**Routing congestion map**

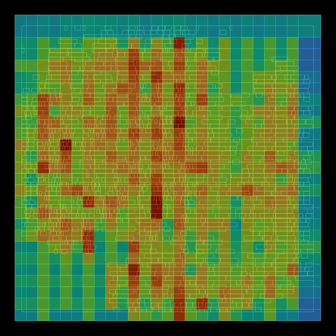
**Cell area per tile**

Scale: 2 px per um. 19 x 19 tiles, from dark blue (low) to red (high), 0 to 100% covered.
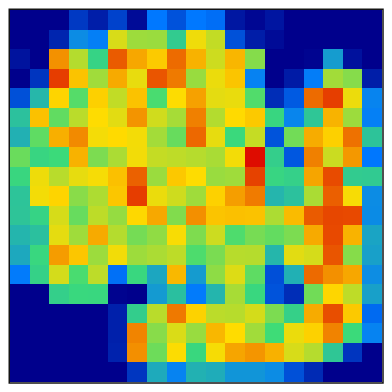
`src/rtl/mips_pkg.sv`:
```
// ---------------------------------------------------------------------------
// mips_pkg
//  Shared types and constants for the fetch front-end.
//  WORD_W        : datapath / address width
//  INSTR_BYTES   : bytes per instruction (PC increment)
//  fetch_state_e : fetch FSM states
//  fetch_entry_t : one buffered instruction with the address it came from
//  align_word()  : clears the byte-offset bits of an address
// ---------------------------------------------------------------------------
package mips_pkg;

    localparam int WORD_W      = 32;
    localparam int INSTR_BYTES = 4;

    typedef enum logic [1:0] {
        IDLE  = 2'd0,
        FETCH = 2'd1,
        FLUSH = 2'd2
    } fetch_state_e;

    typedef struct packed {
        logic [WORD_W-1:0] pc;
        logic [WORD_W-1:0] instr;
    } fetch_entry_t;

    function automatic logic [WORD_W-1:0] align_word(input logic [WORD_W-1:0] addr);
        return {addr[WORD_W-1:2], 2'b00};
    endfunction

endpackage

```
`src/rtl/fetch_fifo.sv`:
```
// ---------------------------------------------------------------------------
// fetch_fifo
//  Small circular queue of fetch_entry_t used between instruction memory
//  responses and decode. Head is visible combinationally; writes are
//  registered. Push and pop in the same cycle are allowed, including when
//  full. Flush empties the queue and overrides push/pop.
//  Ports:
//   clk        in  clock
//   rst        in  asynchronous active-low reset
//   flush      in  discard all entries
//   push       in  write push_data at the tail
//   push_data  in  entry to write
//   pop        in  drop the head entry (ignored when empty)
//   head       out entry at the head (contents undefined when empty)
//   count      out number of valid entries, 0..DEPTH
//   full       out count == DEPTH
//   empty      out count == 0
// ---------------------------------------------------------------------------
module fetch_fifo
    import mips_pkg::*;
#(
    parameter int DEPTH = 4,
    localparam int CW   = $clog2(DEPTH + 1),
    localparam int AW   = $clog2(DEPTH)
) (
    input  logic         clk,
    input  logic         rst,
    input  logic         flush,
    input  logic         push,
    input  fetch_entry_t push_data,
    input  logic         pop,
    output fetch_entry_t head,
    output logic [CW-1:0] count,
    output logic         full,
    output logic         empty
);

    fetch_entry_t  mem [DEPTH];
    logic [AW-1:0] wr_ptr_reg;
    logic [AW-1:0] rd_ptr_reg;
    logic [CW-1:0] count_reg;
    logic          do_push;
    logic          do_pop;

    assign empty   = (count_reg == '0);
    assign full    = (count_reg == CW'(DEPTH));
    assign count   = count_reg;
    assign do_pop  = pop && !empty;
    // A pop frees the slot the push needs, so full does not block push then.
    assign do_push = push && (!full || do_pop);
    assign head    = mem[rd_ptr_reg];

    // Storage has no reset; entries are only observed while counted valid.
    generate
        for (genvar gi = 0; gi < DEPTH; gi++) begin : g_slot
            always_ff @(posedge clk) begin
                if (do_push && !flush && (wr_ptr_reg == AW'(gi))) begin
                    mem[gi] <= push_data;
                end
            end
        end
    endgenerate

    // DEPTH is a power of two, so pointers wrap naturally.
    always_ff @(posedge clk or negedge rst) begin
        if (!rst) begin
            wr_ptr_reg <= '0;
            rd_ptr_reg <= '0;
            count_reg  <= '0;
        end else if (flush) begin
            wr_ptr_reg <= '0;
            rd_ptr_reg <= '0;
            count_reg  <= '0;
        end else begin
            if (do_push) begin
                wr_ptr_reg <= wr_ptr_reg + AW'(1);
            end
            if (do_pop) begin
                rd_ptr_reg <= rd_ptr_reg + AW'(1);
            end
            case ({do_push, do_pop})
                2'b10:   count_reg <= count_reg + CW'(1);
                2'b01:   count_reg <= count_reg - CW'(1);
                default: count_reg <= count_reg;
            endcase
        end
    end

endmodule

```
`src/rtl/instr_fetch_unit.sv`:
```
// ---------------------------------------------------------------------------
// instr_fetch_unit
//  Fetch stage: owns the fetch PC, issues in-order instruction memory
//  requests under a credit limit of DEPTH (outstanding + buffered), buffers
//  returned words with their PCs in fetch_fifo and presents them to decode
//  over valid/ready. A redirect flushes the queue, restarts fetch at the new
//  PC and drops every response still in flight at that point.
//  Optional build macro IFU_BYPASS_EN: a kept response arriving while the
//  queue is empty is shown to decode in the same cycle (and not queued if
//  decode takes it). Without the macro every response is queued first.
//  Ports:
//   clk, rst        clock; asynchronous active-low reset
//   imem_req_valid  out  fetch request valid
//   imem_req_ready  in   memory accepts request
//   imem_req_addr   out  word-aligned fetch address
//   imem_rsp_valid  in   in-order response valid
//   imem_rsp_data   in   instruction word
//   redirect_valid  in   taken branch/jump: flush and restart
//   redirect_pc     in   restart address, bits [1:0] ignored
//   out_valid       out  instruction available to decode
//   out_ready       in   decode consumes this cycle
//   out_instr       out  instruction word (0 when nothing valid)
//   out_pc          out  address of out_instr
//   pc_out          out  current fetch PC
// ---------------------------------------------------------------------------
module instr_fetch_unit
    import mips_pkg::*;
#(
    parameter int                DEPTH    = 4,
    parameter logic [WORD_W-1:0] RESET_PC = 32'h0000_0000
) (
    input  logic              clk,
    input  logic              rst,
    output logic              imem_req_valid,
    input  logic              imem_req_ready,
    output logic [WORD_W-1:0] imem_req_addr,
    input  logic              imem_rsp_valid,
    input  logic [WORD_W-1:0] imem_rsp_data,
    input  logic              redirect_valid,
    input  logic [WORD_W-1:0] redirect_pc,
    output logic              out_valid,
    input  logic              out_ready,
    output logic [WORD_W-1:0] out_instr,
    output logic [WORD_W-1:0] out_pc,
    output logic [WORD_W-1:0] pc_out
);

    localparam int CW = $clog2(DEPTH + 1);

    fetch_state_e      state_reg, state_next;
    logic [WORD_W-1:0] fetch_pc_reg, fetch_pc_next;
    logic [WORD_W-1:0] rsp_pc_reg, rsp_pc_next;
    logic [CW-1:0]     inflight_reg, inflight_next;
    logic [CW-1:0]     drop_cnt_reg, drop_cnt_next;

    logic [CW-1:0]     fifo_count;
    logic              fifo_empty;
    logic              unused_fifo_full;
    fetch_entry_t      fifo_head;
    fetch_entry_t      push_entry;
    logic              fifo_push;
    logic              fifo_pop;

    logic [CW:0]       credit_sum;
    logic              req_accept;
    logic              rsp_drop;
    logic              rsp_keep;
    logic              bypass_valid;

    // Credits cover both in-flight requests and queued words, so a kept
    // response always has a queue slot.
    assign credit_sum     = {1'b0, inflight_reg} + {1'b0, fifo_count};
    assign imem_req_valid = (state_reg != IDLE) && !redirect_valid
                            && (credit_sum < (CW+1)'(DEPTH));
    assign imem_req_addr  = fetch_pc_reg;
    assign pc_out         = fetch_pc_reg;
    assign req_accept     = imem_req_valid && imem_req_ready;

    // Responses still owed from before the last redirect are discarded, as
    // is any response landing in a redirect cycle.
    assign rsp_drop = imem_rsp_valid && (drop_cnt_reg != '0);
    assign rsp_keep = imem_rsp_valid && (drop_cnt_reg == '0) && !redirect_valid;

`ifdef IFU_BYPASS_EN
    assign bypass_valid = fifo_empty && rsp_keep;
`else
    assign bypass_valid = 1'b0;
`endif

    assign out_valid = !fifo_empty || bypass_valid;
    assign out_instr = !fifo_empty  ? fifo_head.instr :
                       bypass_valid ? imem_rsp_data   : '0;
    // With nothing queued, rsp_pc_reg is the PC of the next word decode sees.
    assign out_pc    = !fifo_empty ? fifo_head.pc : rsp_pc_reg;

    assign push_entry.pc    = rsp_pc_reg;
    assign push_entry.instr = imem_rsp_data;
    assign fifo_push        = rsp_keep && !(bypass_valid && out_ready);
    assign fifo_pop         = !fifo_empty && out_ready && !redirect_valid;

    fetch_fifo #(.DEPTH(DEPTH)) u_fifo (
        .clk       (clk),
        .rst       (rst),
        .flush     (redirect_valid),
        .push      (fifo_push),
        .push_data (push_entry),
        .pop       (fifo_pop),
        .head      (fifo_head),
        .count     (fifo_count),
        .full      (unused_fifo_full),
        .empty     (fifo_empty)
    );

    always_comb begin
        state_next    = state_reg;
        fetch_pc_next = fetch_pc_reg;
        rsp_pc_next   = rsp_pc_reg;
        inflight_next = inflight_reg;
        drop_cnt_next = drop_cnt_reg;

        if (req_accept && !imem_rsp_valid) begin
            inflight_next = inflight_reg + CW'(1);
        end else if (!req_accept && imem_rsp_valid) begin
            inflight_next = inflight_reg - CW'(1);
        end

        if (req_accept) begin
            fetch_pc_next = fetch_pc_reg + WORD_W'(INSTR_BYTES);
        end
        if (rsp_keep) begin
            rsp_pc_next = rsp_pc_reg + WORD_W'(INSTR_BYTES);
        end
        if (rsp_drop) begin
            drop_cnt_next = drop_cnt_reg - CW'(1);
        end

        case (state_reg)
            IDLE:    state_next = FETCH;
            FETCH:   state_next = FETCH;
            FLUSH:   state_next = (drop_cnt_next == '0) ? FETCH : FLUSH;
            default: state_next = IDLE;
        endcase

        // Everything still in flight after this cycle's accounting belongs
        // to the old path; later requests are on the new path and are kept.
        if (redirect_valid) begin
            fetch_pc_next = align_word(redirect_pc);
            rsp_pc_next   = align_word(redirect_pc);
            drop_cnt_next = inflight_next;
            state_next    = (inflight_next != '0) ? FLUSH : FETCH;
        end
    end

    always_ff @(posedge clk or negedge rst) begin
        if (!rst) begin
            state_reg    <= IDLE;
            fetch_pc_reg <= RESET_PC;
            rsp_pc_reg   <= RESET_PC;
            inflight_reg <= '0;
            drop_cnt_reg <= '0;
        end else begin
            state_reg    <= state_next;
            fetch_pc_reg <= fetch_pc_next;
            rsp_pc_reg   <= rsp_pc_next;
            inflight_reg <= inflight_next;
            drop_cnt_reg <= drop_cnt_next;
        end
    end

endmodule

```
`config.mk`:
```
export PLATFORM = sky130hd
export DESIGN_NAME = instr_fetch_unit
export DESIGN_NICKNAME = d
export VERILOG_FILES = /design/src/rtl/mips_pkg.sv /design/src/rtl/fetch_fifo.sv /design/src/rtl/instr_fetch_unit.sv
export SDC_FILE = /design/constraint.sdc
export NUM_CORES = 1
export LEC_CHECK = 0
export CORE_MARGIN = 4
export CORE_UTILIZATION = 45
export CTS_BUF_LIST = sky130_fd_sc_hd__clkbuf_4 sky130_fd_sc_hd__clkbuf_8 sky130_fd_sc_hd__clkbuf_16
export DETAILED_ROUTE_END_ITERATION = 8
export PLACE_DENSITY = 0.74
export SLEW_MARGIN = 10
export SYNTH_ARGS = -nofsm -noshare
export SYNTH_HDL_FRONTEND = slang
export SYNTH_SLANG_ARGS = --single-unit
```
`constraint.sdc`:
```
create_clock -name clk -period 3.6 [get_ports clk]
set_input_delay 0.72 -clock clk [delete_from_list [all_inputs] [get_ports clk]]
set_output_delay 0.72 -clock clk [all_outputs]
set_load 0.01 [all_outputs]
```
==> results.yml <==
# implementation run metrics
finish:
  layout.area.top_class: "flip-flops and latches"
  seq_share_pct: 52.83
  flip_flop_count_of_the_largest_register_after_layout: 248
  inverters_excl_clock: 17
  num-fill-cells: 2434
  clk_share_pct: 6.752
  most-common-layout-cells: "sky130_fd_sc_hd__edfxtp_1, sky130_fd_sc_hd__clkdlybuf4s50_1, sky130_fd_sc_hd__dfrtp_1, sky130_fd_sc_hd__mux4_2, sky130_fd_sc_hd__nand2_1"
  multi_input_gate_area_in_the_final_layout_sq_um: 4436
  clockBufferCount: 55
timing:
  finalSetupViolations: 0
  finalSetupTns_ps: 0
  timing.hold.ws_ps: 369.2
  maxSlewViolCount: 0
  worstMarginPinSlew_ps: 1115
routing:
  route.detailed.drc: 0
  post_drt_via_cell_ratio: 5.591
  finalWirelength_mm: 31.92
  drt-initial-drc-count: 431
  wl_met2_mm: 16.04
  drt-pass1-iter-count: 4
  met3RoutedLength_mm: 1.826
  dr.max_layer_used: "met5"
power:
  power.group.top: "sequential cells"
  intPower_uw: 7961
  power.leakage_uw: 0.006031
  share_comb_of_total_power_pct: 25.2
cts:
  post-cts-setup-buffers: 0
  tritoncts_clock_tree: "built"
  cts_hold_repair.buffers: 0
setup_path:
  cp_cell_sequence: "or3_2 > buf_6 > buf_4 > and2_1 > clkdlybuf4s50_1"
  worstPathRequired_ps: 2880
  worst-path-buf-inv: 3
  path_depth: 5
synthesis:
  edf_count: 248
  postSynthRegisterBits: 323
  mappedNetlistArea_sq_um: 14270
  synth.yosys.num_cells: 921
  post_synth_fa_ha_maj_area_fraction_pct: 1.192
  top_cell_type_by_instance_count_after_synthesis: "sky130_fd_sc_hd__edfxtp_1"
  synth_simple_gate_area_share_pct: 8.794
  synth_unique_cells: 59
global_route:
  number_of_antenna_violations_at_the_first_check_in_global_routing: 2
  grt_start_max_net_pins: 76
place:
  place.port_buffers: 191
  place.detailed.instances: 1456
floorplanning:
  die_h_um: 186.1
run_status:
  result_of_the_run: "complete, no violations"
## Picture notes: 'routing congestion map'
gr usage total: 18.45%
DR WL/cell: 20.98 um

## Picture notes: 'cell area per tile'
mean over tiles: 50%
fullest tile: 99%
densest ninth of the die: center
nearly empty tiles: 14%
emptiest ninth of the die: lower left

## logic make-up after synthesis
group	Yosys count
AND-OR/OR-AND	112
buffers and inverters	97
AND/OR/NAND/NOR	225
multiplexers	110
flip-flops	323
XOR/XNOR	40
other	1
adder cells (fa/ha/maj)	13
## layer usage
layer / vias to the layer above / track usage [%]
met5: - / 0
met4: 4 / 4.518
met3: 47 / 3.400
met2: 265 / 31.48
met1: 4312 / 24.75
li1: 3882 / -
## repair_timing
| action | 4_1_cts | 5_1_grt |
|---|---|---|
| endpoints found under the setup margin | 0 | 21 |
| endpoints found under the hold margin | 0 | 0 |
| resized | 0 | 1 |
Power and IR drop assume default switching activity.
